Design ntt_job_scheduler_flat, sky130hd; sources not shown.
clk_routes.png
The bar under the picture is 10 um long.
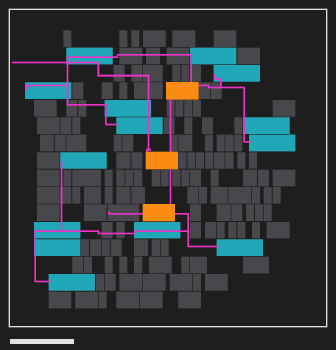
Key: orange = clock drivers [count 3]; magenta = clock wires [length 199 um]; cyan = flip-flops [count 14]
There are 4 routed clock nets.
Clock power frac: 0.184
Setup Skew: 0.002262 ns
clock group power: 0.0000933 W

placement.png
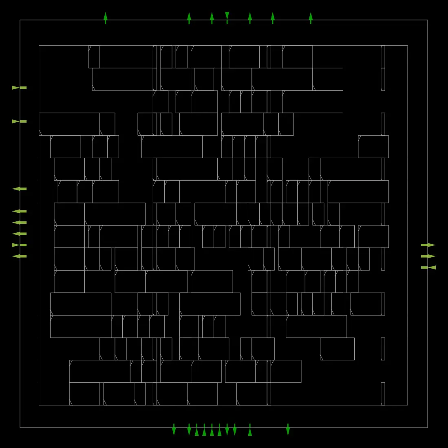
Seq cells: 14
fin cells: 180
n_taps: 27
row count: 16
area of the core: 1942 um2

==> results_slide.txt <==
Key Metrics from the Run

Final layout
  • Commonest Layout Cell: nand2_1
  • Fraction of area in clock buffers and inverters: 0.04793
  • Logic area: 450.4 um2

Global route
  • Met2 Resource Use GR: 0.2815
  • Largest net degree at the start of global routing: 9

STA
  • Final period utilization: 0.9144
  • Final hold viol count: 0
  • Unrepaired setup endpoints after global routing: false
  • Final min period: 5.386 ns

Critical path
  • Critical path class: in -> out
  • Setup crit start kind: input pin
  • Critical-path cell list: clkdlybuf4s50_1 > nor2_1 > nand2_1 > a21oi_1 > clkdlybuf4s50_1
  • R2r setup slk: between 3 and 4 ns
  • Most frequent CP cell: clkdlybuf4s50_1
  • Critical Path Max Stage Delay: 0.87 ns
  • CP endpoint kind: output pin

Route
  • DR WL met2: ~900 um
  • DRC Markers: 0
  • Remaining antenna violation count after routing: 0
  • Routed length per placed instance: 10.65 um

Outcome
  • Outcome: finished, final reports clean

Logic synthesis
  • Yosys xor share: 0
  • Top logic family: simple AND/OR/NAND/NOR gates
  • Syn Inst Count: 126
  • Cells in synth_stat.txt: approximately 130

Clock tree
  • CTS tree: built

Power
  • Net switching power: 0.0002447 W
  • Comb power frac: 0.552
  • Max rail drop VDD: ~0.25 mV
  • P_int: between 0.0002 and 0.0003 W
  • Sequential group share of total power: 0.264
  • P_seq: ~0.00013 W

Die
  • Die H: 49.34 um

Placement
  • Routability cong.: 0.8822
==> worst max-delay path, delay by kind of cell <==
family | cells | cell delay [ns]
simple gates | 2 | 0.23
buf+inv | 2 | 1.32
compound gates | 1 | 0.30
==> cell usage after synthesis <==
cell type,count
ha_1,2
nand2_2,1
buf_6,1
nor3_1,1
inv_2,1
nand3_1,8
nor2_4,1
o21ai_0,4
nor2_2,3
nand3_2,1
clkbuf_1,1
a31oi_1,1
a21boi_0,1
inv_1,14
nand3b_1,1
dfxtp_1,14
or2_2,1
nand2_1,31
buf_4,2
conb_1,1
nand4_1,3
a21oi_1,14
a31o_2,2
nor2_1,16
clkinv_2,1
==> metrics by stage <==
stage               instance area (um2)  cells
finish                             1149    180
global route                       1149    180
CTS                                1149    180
detailed placement                 1094    176
global placement                   1094    176
floorplan                         822.0    126
Power is estimated from default activity; no workload was simulated.
